==> config.mk <==
export PLATFORM = sky130hd
export DESIGN_NAME = alu_seq_unit
export DESIGN_NICKNAME = d
export VERILOG_FILES = /design/src/rtl/alu_pkg.sv /design/src/rtl/mul_seq_shiftadd.sv /design/src/rtl/alu_seq_unit.sv
export SDC_FILE = /design/constraint.sdc
export NUM_CORES = 1
export LEC_CHECK = 0
export ABC_AREA = 1
export CORE_MARGIN = 2
export CORE_UTILIZATION = 35
export CTS_CLUSTER_DIAMETER = 40
export CTS_CLUSTER_SIZE = 8
export DETAILED_ROUTE_END_ITERATION = 7
export SLEW_MARGIN = 40
export SYNTH_ARGS = -nofsm -noshare
export SYNTH_HDL_FRONTEND = slang
export SYNTH_SLANG_ARGS = --single-unit
==> constraint.sdc <==
create_clock -name clk -period 7 [get_ports clk]
set_input_delay 0.7 -clock clk [delete_from_list [all_inputs] [get_ports clk]]
set_output_delay 0.7 -clock clk [all_outputs]
set_load 0.02 [all_outputs]
==> src/rtl/alu_pkg.sv <==
// -----------------------------------------------------------------------------
// alu_pkg
// Shared definitions for the sequenced ALU: MIPS funct codes, the controller
// state enum, and a helper that classifies a funct code as legal for a build.
// -----------------------------------------------------------------------------
package alu_pkg;

  localparam logic [5:0] F_AND   = 6'b100100;
  localparam logic [5:0] F_OR    = 6'b100101;
  localparam logic [5:0] F_ADD   = 6'b100000;
  localparam logic [5:0] F_SUB   = 6'b100010;
  localparam logic [5:0] F_SLT   = 6'b101010;
  localparam logic [5:0] F_SRL   = 6'b000010;
  localparam logic [5:0] F_MULTU = 6'b011001;
  localparam logic [5:0] F_MFHI  = 6'b010000;
  localparam logic [5:0] F_MFLO  = 6'b010010;

  typedef enum logic [1:0] {
    S_IDLE = 2'd0,
    S_MUL  = 2'd1,
    S_DONE = 2'd2
  } state_t;

  // Multiply-related codes only exist when the multiplier is built in.
  function automatic logic funct_legal(input logic [5:0] f, input logic mul_en);
    case (f)
      F_AND, F_OR, F_ADD, F_SUB, F_SLT, F_SRL: return 1'b1;
      F_MULTU, F_MFHI, F_MFLO:                 return mul_en;
      default:                                 return 1'b0;
    endcase
  endfunction

endpackage

==> src/rtl/mul_seq_shiftadd.sv <==
// -----------------------------------------------------------------------------
// mul_seq_shiftadd
// Iterative unsigned shift-add multiplier, one step per clock.
// Ports:
//   clk          clock
//   reset        synchronous active-low reset
//   i_load       capture multiplicand/multiplier, clear accumulator, count=0
//   i_step       perform one shift-add step
//   i_mcand      multiplicand (A)
//   i_mplier     multiplier (B)
//   o_prod_next  product value after the step currently being taken
//   o_last       current step is the final (WIDTH-th) step
// -----------------------------------------------------------------------------
module mul_seq_shiftadd #(
  parameter int WIDTH = 32
) (
  input  logic               clk,
  input  logic               reset,
  input  logic               i_load,
  input  logic               i_step,
  input  logic [WIDTH-1:0]   i_mcand,
  input  logic [WIDTH-1:0]   i_mplier,
  output logic [2*WIDTH-1:0] o_prod_next,
  output logic               o_last
);

  localparam int CW = $clog2(WIDTH);

  logic [2*WIDTH-1:0] r_prod;
  logic [WIDTH-1:0]   r_mcand;
  logic [CW-1:0]      r_cnt;
  logic [WIDTH:0]     w_sum;

  // Multiplier lives in the low half and is consumed LSB-first as the
  // product shifts right; the carry out of the upper-half add re-enters at
  // the top on the shift.
  always_comb begin
    w_sum       = {1'b0, r_prod[2*WIDTH-1:WIDTH]} +
                  (r_prod[0] ? {1'b0, r_mcand} : '0);
    o_prod_next = {w_sum, r_prod[WIDTH-1:1]};
    o_last      = (r_cnt == CW'(WIDTH - 1));
  end

  always_ff @(posedge clk) begin
    if (!reset) begin
      r_prod  <= '0;
      r_mcand <= '0;
      r_cnt   <= '0;
    end else if (i_load) begin
      r_prod  <= {{WIDTH{1'b0}}, i_mplier};
      r_mcand <= i_mcand;
      r_cnt   <= '0;
    end else if (i_step) begin
      r_prod  <= o_prod_next;
      r_cnt   <= r_cnt + CW'(1);
    end
  end

endmodule

==> src/rtl/alu_seq_unit.sv <==
// -----------------------------------------------------------------------------
// alu_seq_unit
// Registered, start/done handshaked ALU decoded by MIPS funct codes, with an
// optional iterative MULTU into internal HI/LO (read back via MFHI/MFLO).
// Ports:
//   clk      clock
//   reset    synchronous active-low reset
//   start    launch an operation (only looked at while idle)
//   Signal   funct code
//   dataA    operand A (rs)
//   dataB    operand B (rt); SRL shift amount in its low log2(WIDTH) bits
//   dataOut  registered result, held until the next done
//   busy     high while a multiply is iterating
//   done     one-cycle pulse, dataOut/err valid
//   err      with done: illegal funct code (dataOut=0)
//
// state  | meaning
// S_IDLE | waiting for start
// S_MUL  | multiplier stepping, busy=1
// S_DONE | result valid, done=1 for one cycle
// -----------------------------------------------------------------------------
module alu_seq_unit
  import alu_pkg::*;
#(
  parameter int WIDTH  = 32,
  parameter bit MUL_EN = 1'b1
) (
  input  logic             clk,
  input  logic             reset,
  input  logic             start,
  input  logic [5:0]       Signal,
  input  logic [WIDTH-1:0] dataA,
  input  logic [WIDTH-1:0] dataB,
  output logic [WIDTH-1:0] dataOut,
  output logic             busy,
  output logic             done,
  output logic             err
);

  localparam int SHW = $clog2(WIDTH);

  state_t             r_state;
  state_t             w_state_next;
  logic [WIDTH-1:0]   r_hi;
  logic [WIDTH-1:0]   r_lo;
  logic [WIDTH-1:0]   r_dout;
  logic               r_err;
  logic [WIDTH-1:0]   w_alu;
  logic               w_legal;
  logic               w_is_mul;
  logic               w_launch;
  logic               w_step;
  logic               w_last;
  logic [2*WIDTH-1:0] w_prod_next;

  assign w_legal  = funct_legal(Signal, MUL_EN);
  assign w_is_mul = w_legal && (Signal == F_MULTU);
  assign w_launch = (r_state == S_IDLE) && start;
  assign w_step   = (r_state == S_MUL);

  mul_seq_shiftadd #(.WIDTH(WIDTH)) u_mul (
    .clk         (clk),
    .reset       (reset),
    .i_load      (w_launch && w_is_mul),
    .i_step      (w_step),
    .i_mcand     (dataA),
    .i_mplier    (dataB),
    .o_prod_next (w_prod_next),
    .o_last      (w_last)
  );

  always_comb begin
    w_alu = '0;
    case (Signal)
      F_AND:  w_alu = dataA & dataB;
      F_OR:   w_alu = dataA | dataB;
      F_ADD:  w_alu = dataA + dataB;
      F_SUB:  w_alu = dataA - dataB;
      F_SLT:  w_alu = {{(WIDTH-1){1'b0}}, ($signed(dataA) < $signed(dataB))};
      F_SRL:  w_alu = dataA >> dataB[SHW-1:0];
      F_MFHI: w_alu = r_hi;
      F_MFLO: w_alu = r_lo;
      default: w_alu = '0;
    endcase
  end

  always_ff @(posedge clk) begin
    if (!reset) r_state <= S_IDLE;
    else        r_state <= w_state_next;
  end

  always_comb begin
    w_state_next = r_state;
    busy         = 1'b0;
    done         = 1'b0;
    case (r_state)
      S_IDLE: if (start) w_state_next = w_is_mul ? S_MUL : S_DONE;
      S_MUL: begin
        busy = 1'b1;
        if (w_last) w_state_next = S_DONE;
      end
      S_DONE: begin
        done         = 1'b1;
        w_state_next = S_IDLE;
      end
      default: w_state_next = S_IDLE;
    endcase
  end

  always_ff @(posedge clk) begin
    if (!reset) begin
      r_hi   <= '0;
      r_lo   <= '0;
      r_dout <= '0;
      r_err  <= 1'b0;
    end else begin
      if (w_launch) begin
        r_err <= !w_legal;
        if (!w_is_mul) r_dout <= w_legal ? w_alu : '0;
      end
      if (w_step && w_last) begin
        r_hi   <= w_prod_next[2*WIDTH-1:WIDTH];
        r_lo   <= w_prod_next[WIDTH-1:0];
        r_dout <= w_prod_next[WIDTH-1:0];
      end
    end
  end

  assign dataOut = r_dout;
  assign err     = r_err & done;

endmodule

**Met1 routing**

Scale bar: 50 microns.
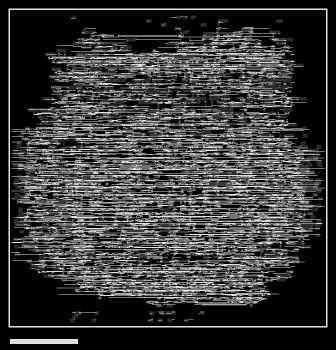
- share of all routed wire: 43%
- longest straight run: 77.7 microns
- nets with wire on the layer: 3137
DR vias: 20813
M1 GR Usage: 40.2%

==> impl_metrics.yaml <==
# synthesis and place-and-route metrics
synth:
  synth_area_sq_mm: 0.0183
  ys.flops: 200
  ys_area_sq_mm: 0.0183
  syn_inst: 3148
  async_reset_ff_share_pct: 0
  avgSynthCellArea_sq_um: 5.81
  area_leaders: "dfxtp_1 (22%), nand2_1 (19%), inv_1 (10%), ha_1 (10%), nand3_1 (8.0%)"
  synth.distinct_cells: 52
  edf_count: 0
  synth_seq_share_pct: 21.9
sta:
  fin_skew_ns: 0.0238
  finalCriticalPeriod_ns: 3.39
  hold_viol_final: 0
  setup_viol: 0
  fmax_mhz: 295
  rsz0062_at_grt: "no"
  hold_ws_ns: 0.467
  slew_violations: 0
  worstMarginPinSlew_ns: 0.924
  max_slew_margin_pct: 37.7
  finalCritPeriodShare_pct: 48.4
cts:
  clkSlewWorstSetupHoldPaths_ns: 0.08
  cts_resized: 0
  clock-sinks: 200
  clockBufferDepth: 2
worst_setup_path:
  crit_type: "in -> reg"
  cpMaxStageDelayCell: "fa_1"
  r2r_cells: 13
  crit_required_ns: 7.34
die:
  die_y_microns: 233
  pin_count: 108
  die_area_sq_mm: 0.0541
  die_w_microns: 233
grt:
  antenna_found_initial: 2
  grt_pass1_wl_microns: 118000
  grt_overflow_total: 0
  grt_pass1_vias: 18864
pwr:
  power_density_mw_per_mm2: 141
  vdd_drop_max_mv: 0.183
  swShare_pct: 36.7
  leakage_nw: 10.1
  p_comb_share_pct: 25.1
drt:
  drc: 0
  via_per_inst: 5.40
place:
  portBuffers: 107
  hpwl_microns: 62600
final_layout:
  drive_gt1_share_pct: 2.84
  fill_cells: 5851
  finish.net_count: 3382
  seqCellArea_sq_mm: 0.00400
hold_path:
  hold_path_depth: 2
outcome:
  status: "complete, no violations"
**The metal 2 layer**

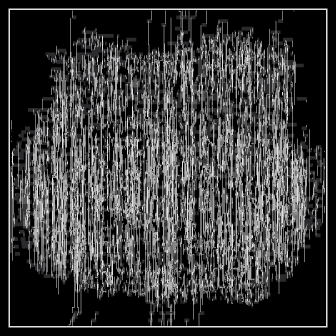
- main direction: vertical
- nets with wire on the layer: 2557
- longest straight run: 109 microns
- wire length on this layer: 33.8 mm
Detailed Route WL: 79700 microns
met2 global-route usage: 44.2%

## registers in the layout, indices dropped and copies added, names as in the netlist
name	cells
u_mul.r_cnt	5
r_err	1
dataOut	32
r_lo	32
r_state	2
u_mul.r_mcand	32
r_hi	32
u_mul.r_prod	64
## through the flow
stage / setup slack, ns / instance area, sq um / power [mW] / utilization [%] / cells
after floorplan: 4.15 / 18300 / 1.61 / - / 3148
after global placement: 2.91 / 19800 / 1.88 / 38.4 / 3820
after detailed placement: 3.21 / 19800 / 1.87 / 38.4 / 3820
after CTS: 3.70 / 20300 / 2.86 / 39.5 / 3851
after global routing: 3.40 / 20300 / 2.99 / 39.5 / 3851
final: 3.61 / 20300 / 2.87 / 39.5 / 3851
## power by group through the flow
| stage | Sequential (mW) | Combinational (mW) | Clock, mW |
|---|---|---|---|
| final | 1.15 | 0.720 | 1.00 |
| after global routing | 1.15 | 0.780 | 1.06 |
| after CTS | 1.15 | 0.697 | 1.01 |
| after detailed placement | 1.18 | 0.693 | 0 |
| after global placement | 1.18 | 0.699 | 0 |
| after floorplan | 1.18 | 0.428 | 0 |
## cells in the final DEF (no fill, tap or decap), drive strengths merged, types with 3 or more instances in the layout
master	Yosys	routed
a211oi	10	10
a21o	4	4
a21oi	213	213
a22oi	4	4
a311oi	30	30
a31oi	7	7
and2	10	10
and3	4	4
buf	69	28
clkbuf	72	17
clkdlybuf4s50	0	105
clkinv	3	10
dfxtp	200	200
fa	3	3
ha	147	147
inv	500	507
nand2	922	922
nand3	294	294
nand3b	5	5
nand4	35	35
nor2	287	287
nor3	30	30
nor4	9	9
o2111ai	3	3
o211ai	31	31
o21ai	190	190
o21bai	14	14
o22ai	19	19
or2	4	4
xnor2	9	9
xor2	12	12
## final timing paths
| path | start | endpoint |
|---|---|---|
| setup / recovery | dataB[1] | dataOut[4] |
| hold reg to reg | r_lo[4] | r_lo[4] |
| setup reg to reg | r_state[0] | dataOut[0] |
| hold / removal | r_lo[4] | r_lo[4] |
## layer usage
layer | part of all wire [%] | vias to the layer above | routed length [microns] | track usage [%]
li1 | - | 10093 | - | -
met1 | 43 | 9495 | 34600 | 40.2
met2 | 42 | 1073 | 33800 | 44.2
met3 | 9.4 | 150 | 7480 | 4.75
met4 | 4.8 | 2 | 3820 | 13.4
met5 | 0.010 | - | 8 | 0
## cell families after synthesis
group / Yosys count / share of synthesized area (%)
AOI/OAI and AO/OA: 532 / 16.5
DFF: 200 / 21.9
buffers and inverters: 644 / 13.8
xor gates and xnor gates: 21 / 1.01
muxes: 1 / 0.0547
and+or+nand+nor: 1600 / 36.3
adders and majority gates: 150 / 10.4
## worst max-delay path: cells and delay by family
family                   cells  cell delay [ns]
buffers and inverters        4             1.32
AND-OR/OR-AND                1             0.07
adder cells (fa/ha/maj)      1             0.50
AND/OR/NAND/NOR              6             0.93
XOR/XNOR                     1             0.18
## cell type report
type,instances,share of cell area [%]
clock buffer,17,2.09
clock inverter,14,0.646
inverter,503,9.31
sequential,200,19.7
timing repair buffer,133,6.22
multi-input combinational,2304,57.9
tap,680,4.18
No activity file was given, so power comes from the tool's default toggle rates.
